[config.mk]
export PLATFORM = sky130hd
export DESIGN_NAME = symbol_feeder
export DESIGN_NICKNAME = d
export VERILOG_FILES = /design/src/rtl/symbol_feeder.sv
export SDC_FILE = /design/constraint.sdc
export NUM_CORES = 1
export LEC_CHECK = 0
export CAP_MARGIN = 25
export CORE_MARGIN = 2
export CORE_UTILIZATION = 55
export CTS_CLUSTER_SIZE = 40
export DETAILED_ROUTE_END_ITERATION = 8
export GPL_TIMING_DRIVEN = 0
export HOLD_SLACK_MARGIN = 0.02
export PLACE_DENSITY_LB_ADDON = 0.1
export SYNTH_ARGS = -nofsm -noshare
export SYNTH_HDL_FRONTEND = slang
export SYNTH_SLANG_ARGS = --single-unit
[constraint.sdc]
create_clock -name clk -period 2.8 [get_ports clk]
set_input_delay 0.56 -clock clk [delete_from_list [all_inputs] [get_ports clk]]
set_output_delay 0.56 -clock clk [all_outputs]
set_load 0.05 [all_outputs]
[src/rtl/symbol_feeder.sv]
// Symbol feeder: valid/ready FIFO that releases at most one 2-bit symbol per clock to the detector.
// Optional macro SYMBOL_FEEDER_BYPASS_EN lets a push into an empty, unpaused feeder reach num on the same edge.
module symbol_feeder #(
    parameter int DEPTH = 8,
    parameter int AW    = 3
) (
    input  logic          clk,
    input  logic          reset,
    input  logic          in_valid,
    input  logic [1:0]    in_sym,
    output logic          in_ready,
    input  logic          pause,
    input  logic          flush,
    output logic [1:0]    num,
    output logic          num_valid,
    output logic [AW:0]   level
);

    localparam logic [AW:0] FULL = (AW + 1)'(DEPTH);

    logic [1:0]    mem [DEPTH];
    logic [AW-1:0] rd_ptr;
    logic [AW-1:0] wr_ptr;
    logic          push_req;
    logic          push;
    logic          pop;
    logic          bypass;

    assign in_ready = (level != FULL) && !flush;

    // Idle code 0 completes the handshake but is never stored.
    assign push_req = in_valid && in_ready && (in_sym != 2'd0);
    assign pop      = !pause && (level != '0) && !flush;

`ifdef SYMBOL_FEEDER_BYPASS_EN
    assign bypass = push_req && (level == '0) && !pause;
`else
    assign bypass = 1'b0;
`endif

    assign push = push_req && !bypass;

    always_ff @(posedge clk) begin
        if (push) begin
            mem[wr_ptr] <= in_sym;
        end
    end

    always_ff @(posedge clk or posedge reset) begin
        if (reset) begin
            rd_ptr    <= '0;
            wr_ptr    <= '0;
            level     <= '0;
            num       <= 2'd0;
            num_valid <= 1'b0;
        end else if (flush) begin
            rd_ptr    <= '0;
            wr_ptr    <= '0;
            level     <= '0;
            num       <= 2'd0;
            num_valid <= 1'b0;
        end else begin
            if (push) begin
                wr_ptr <= wr_ptr + 1'b1;
            end
            // num is cleared whenever nothing is emitted so the detector sees "hold".
            if (pop) begin
                num       <= mem[rd_ptr];
                num_valid <= 1'b1;
                rd_ptr    <= rd_ptr + 1'b1;
            end else if (bypass) begin
                num       <= in_sym;
                num_valid <= 1'b1;
            end else begin
                num       <= 2'd0;
                num_valid <= 1'b0;
            end
            case ({push, pop})
                2'b10:   level <= level + 1'b1;
                2'b01:   level <= level - 1'b1;
                default: level <= level;
            endcase
        end
    end

endmodule

Figure 1. Clock network drawn from the DEF.
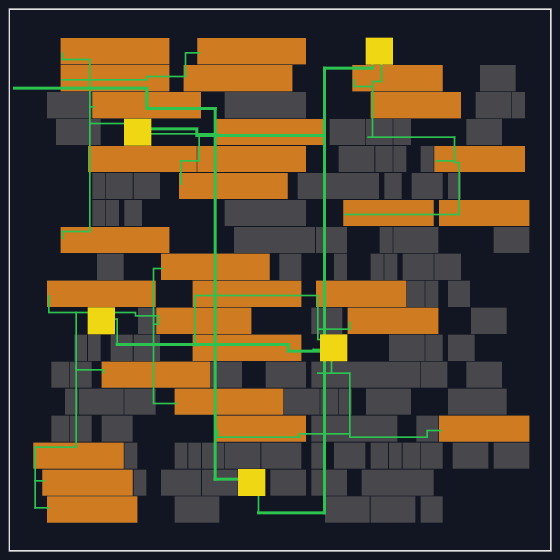
legend:
  yellow:
    item: cells driving clock nets
    count: 5
  green:
    item: clock wires
    length: 398 um
  orange:
    item: flip-flops
    count: 29
routed clock nets: 6
flops lie: spread over the die

Figure 2. M2 wires.
Bar = 20 um.
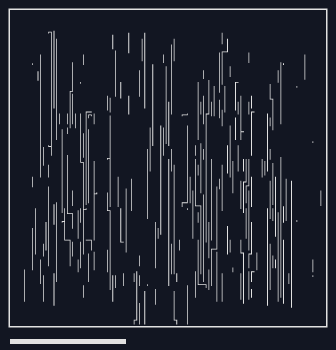
nets with wire on the layer: 118
share of all routed wire: 48%
longest straight run: 24.1 um
main direction: vertical

Figure 3. Cell outlines without signal wires.
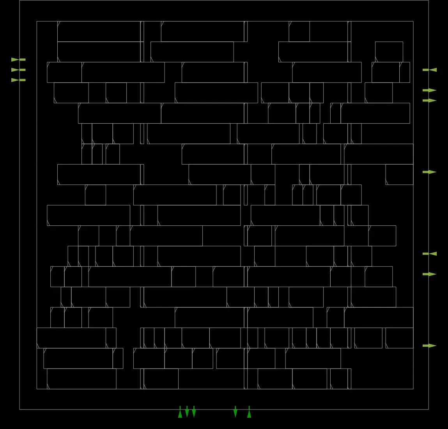
sequential cell count: 29
fillers: 194
row cnt: 18
Seq area share: 47.9%

Figure 4. Floorplan with the power grid.
Pins as bars on the die edge. Tap cells in gray.
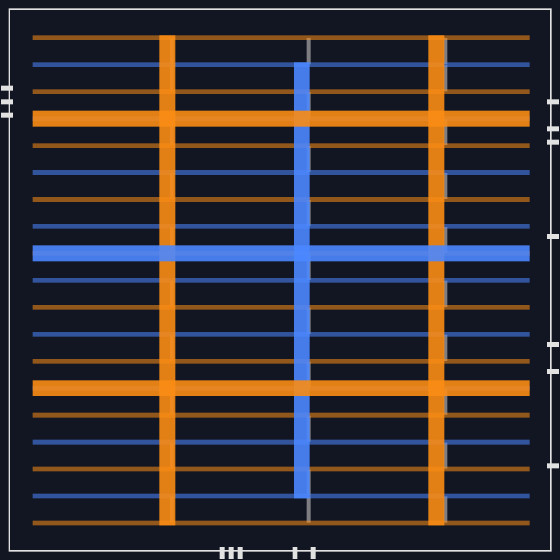
legend:
  orange:
    net: VSS
  blue:
    net: VDD
signal pins: 15
met4 straps: 3

Figure 5. Cells colored by class.
Bar = 20 um. Fill, decap, tap and diode cells in gray.
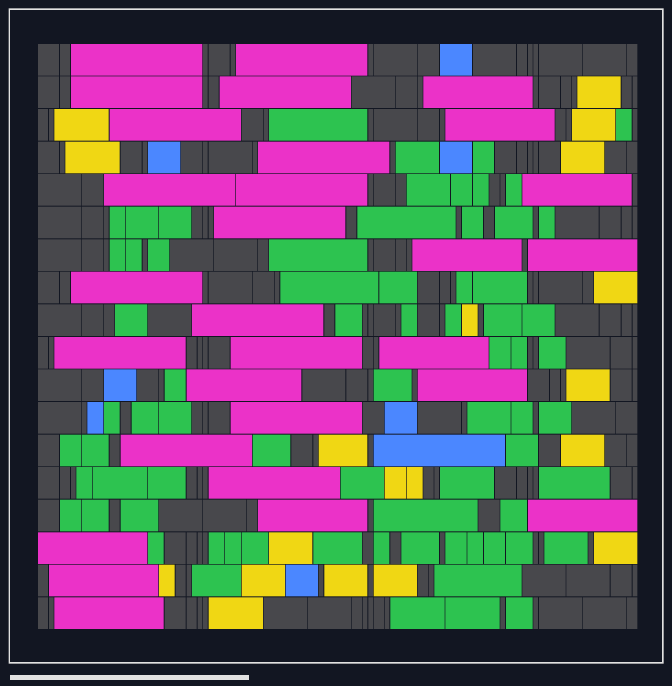
legend:
  blue:
    class: clock drivers and dummy loads
    cells: 8
  green:
    class: all other logic
    cells: 72
  magenta:
    class: flip-flops
    cells: 29
  yellow:
    class: other buffers and delay cells
    cells: 19

==> results_dict.tcl <==
# collected from the flow reports
set metrics [dict create \
    stage_log_warnings 26 \
    route.vias.total 896 \
    grt_antenna_before_repair 0 \
    total_power_uw 1370 \
    cts_max_path_buffers 2 \
    numCtsBuffers 5 \
    internal-power_uw 885 \
    p_clk_uw 337 \
    place.detailed.hpwl_um 1720 \
    first_pass_iters 4 \
    number_of_flip_flops_in_the_largest_register 16 \
    post-place-ws_ns -0.553 \
    combGateArea_sq_um 583 \
    worst_path_dominant_cell_family "simple AND/OR/NAND/NOR gates" \
    p_switching_uw 484 \
    post-route-min-period_ns 2.58 \
    clk-insertion-delay-late_ns 0.34 \
    placed_cells 151 \
    io_pins 15 \
    rr_startpoint "level[2]$_DFFE_PP0P_" \
    worstSetupEndpoint "level[3]$_DFFE_PP0P_" \
    max_cap_viol_count 0 \
    track_usage_pct 20.9 \
    antennaDiodeCount 0 \
    status "finished clean" \
    final_common_cell "sky130_fd_sc_hd__edfxtp_1" \
    die.size.x_um 54.5 \
    maximum_number_of_pins_on_one_net_before_global_route_repair 14 \
    setup_viol_count_final 0 \
    clock-skew-final_ns 0.00811 \
    top_cells_by_count "sky130_fd_sc_hd__edfxtp_1 (16), sky130_fd_sc_hd__dfrtp_1 (13), sky130_fd_sc_hd__nor2_1 (11)" \
    ys_sh_simple_pct 19.3 \
    cts_num_sinks 29 \
    yosys-top-cells-area "sky130_fd_sc_hd__edfxtp_1 (34%), sky130_fd_sc_hd__dfrtp_1 (23%), sky130_fd_sc_hd__mux4_2 (6.4%), sky130_fd_sc_hd__ha_1 (3.6%), sky130_fd_sc_hd__nor3b_1 (3.2%)" \
    cts_root_buffer "sky130_fd_sc_hd__clkbuf_4" \
    worst_setup_path_startpoint "level[2]$_DFFE_PP0P_" \
    final-max-slew-violation-count 0 \
    reg2reg_depth 9 \
    share_seq_of_total_power_pct 40.8 \
    cellPowerDensity_nw_per_um2 812 \
    cp_data_required_time_ns 3.08 \
    timing.critical_path.from_type "flop" \
    timing.setup.critical_path_class "flop to flop" \
    synth.cell_area_sq_um 1400 \
    via_per_inst 5.67 \
    nClkBuffers 5 \
    critical_path.endpoint_type "flop" \
    power_switching_share_pct 35.4 \
    clk_pin_slew_worst_paths_ns 0.10 \
    route.final.wire_length_um 2530 \
    non_clock_buffer_area_share_pct 10.4 \
    cp_num_buf_inv 1 \
    worst_hold_slack_after_final_layout_ns 0.537 \
    design_area_sq_um 1690 \
    top_regs "mem: 16 flops, level: 4 flops" \
    floorplan.core_util_pct 57.1 \
    final_core_utilization_pct 68.7 \
    gpl.final_weighted_congestion 0.751 \
    grt_pass1_vias 866 \
    flop_cell "sky130_fd_sc_hd__edfxtp_1" \
    setup_slack_ns 0.222 \
    synthToLayoutAreaGrowth_pct 20.3 \
    register_area_sq_um 807 \
    top_register "mem" \
    design.core.area_sq_um 2450 \
    logic_gates 71 \
    irDropWorstVdd_mv 0.561 \
    ys_async_sr_fraction_pct 44.8 \
    placed_cell_area_sq_um 1580 \
    layout.area.top_class "registers" \
    first_pass_grt_wire_length_um 4060 \
    yosys_cells 107 \
    synth_seq_share_pct 57.5 \
    synthDominantAreaCellType "sky130_fd_sc_hd__edfxtp_1" \
    design.final.nets 139 \
    most_common_cell "sky130_fd_sc_hd__edfxtp_1" \
    design.die.area_sq_um 2970 \
    timing.critical_path.depth 9 \
    combinationalPowerShare_pct 34.5 \
    synthDistinctLibCells 30 \
    drc 0 \
    post_synth_fa_ha_maj_area_fraction_pct 5.00 \
    buffers_excl_clock 19 \
    max_freq_mhz 388 \
    vertical_extent_of_the_die_um 54.5 \
    clk_share_pct 4.68 \
    grt_setup_unrepaired "no" \
    yosys.area.top_type_share_pct 34.3 \
    power_top_consumer "registers" \
    clock_tree.htree_level_count 2 \
    antenna_violating_nets_left 0 \
    tapCellCount 30 \
    power_frac_clock_pct 24.7 \
    syn_avg_cell_area_sq_um 13.1 \
    setup_fix_buffers_added_after_clock_tree_synthesis 0 \
    slew_headroom_pct 65.9 \
    syn_inst 107 \
    pg_comb_uw 473 \
    final-instance-count-excl-fill 158 \
    post_synth_ao_oa_area_fraction_pct 2.50 \
    syn_nets 119 \
    xor_share_pct 3.13 \
    warnings_from_yosys 0 \
    cp.arrival_ns 2.86 \
    cts_hold_buf 0 \
    crit_slowest_cell "sky130_fd_sc_hd__or4b_1" \
    power.leakage_uw 0.000646 \
    edf_count 16 \
    final.period_utilization_pct 92.1 \
    drive_gt1_share_pct 16.4 \
    postCtsResizedCells 3 \
]
==> worst register-to-register path, stage by stage, from the launching register on <==
cell	delay, ns
sky130_fd_sc_hd__dfrtp_1	0.47
sky130_fd_sc_hd__nor4b_4	0.39
sky130_fd_sc_hd__nor3_2	0.11
sky130_fd_sc_hd__buf_6	0.16
sky130_fd_sc_hd__nor3_4	0.22
sky130_fd_sc_hd__ha_1	0.30
sky130_fd_sc_hd__a21oi_1	0.14
sky130_fd_sc_hd__nand2_1	0.12
sky130_fd_sc_hd__or4b_1	0.49
sky130_fd_sc_hd__nand4b_1	0.12
==> routing by layer <==
metal,vias to the layer above,track usage [%],part of all wire [%]
met5,-,0,0
li1,432,-,-
met3,6,8.20,4.4
met2,17,32.5,48
met1,441,25.5,44
met4,0,10.0,3.2
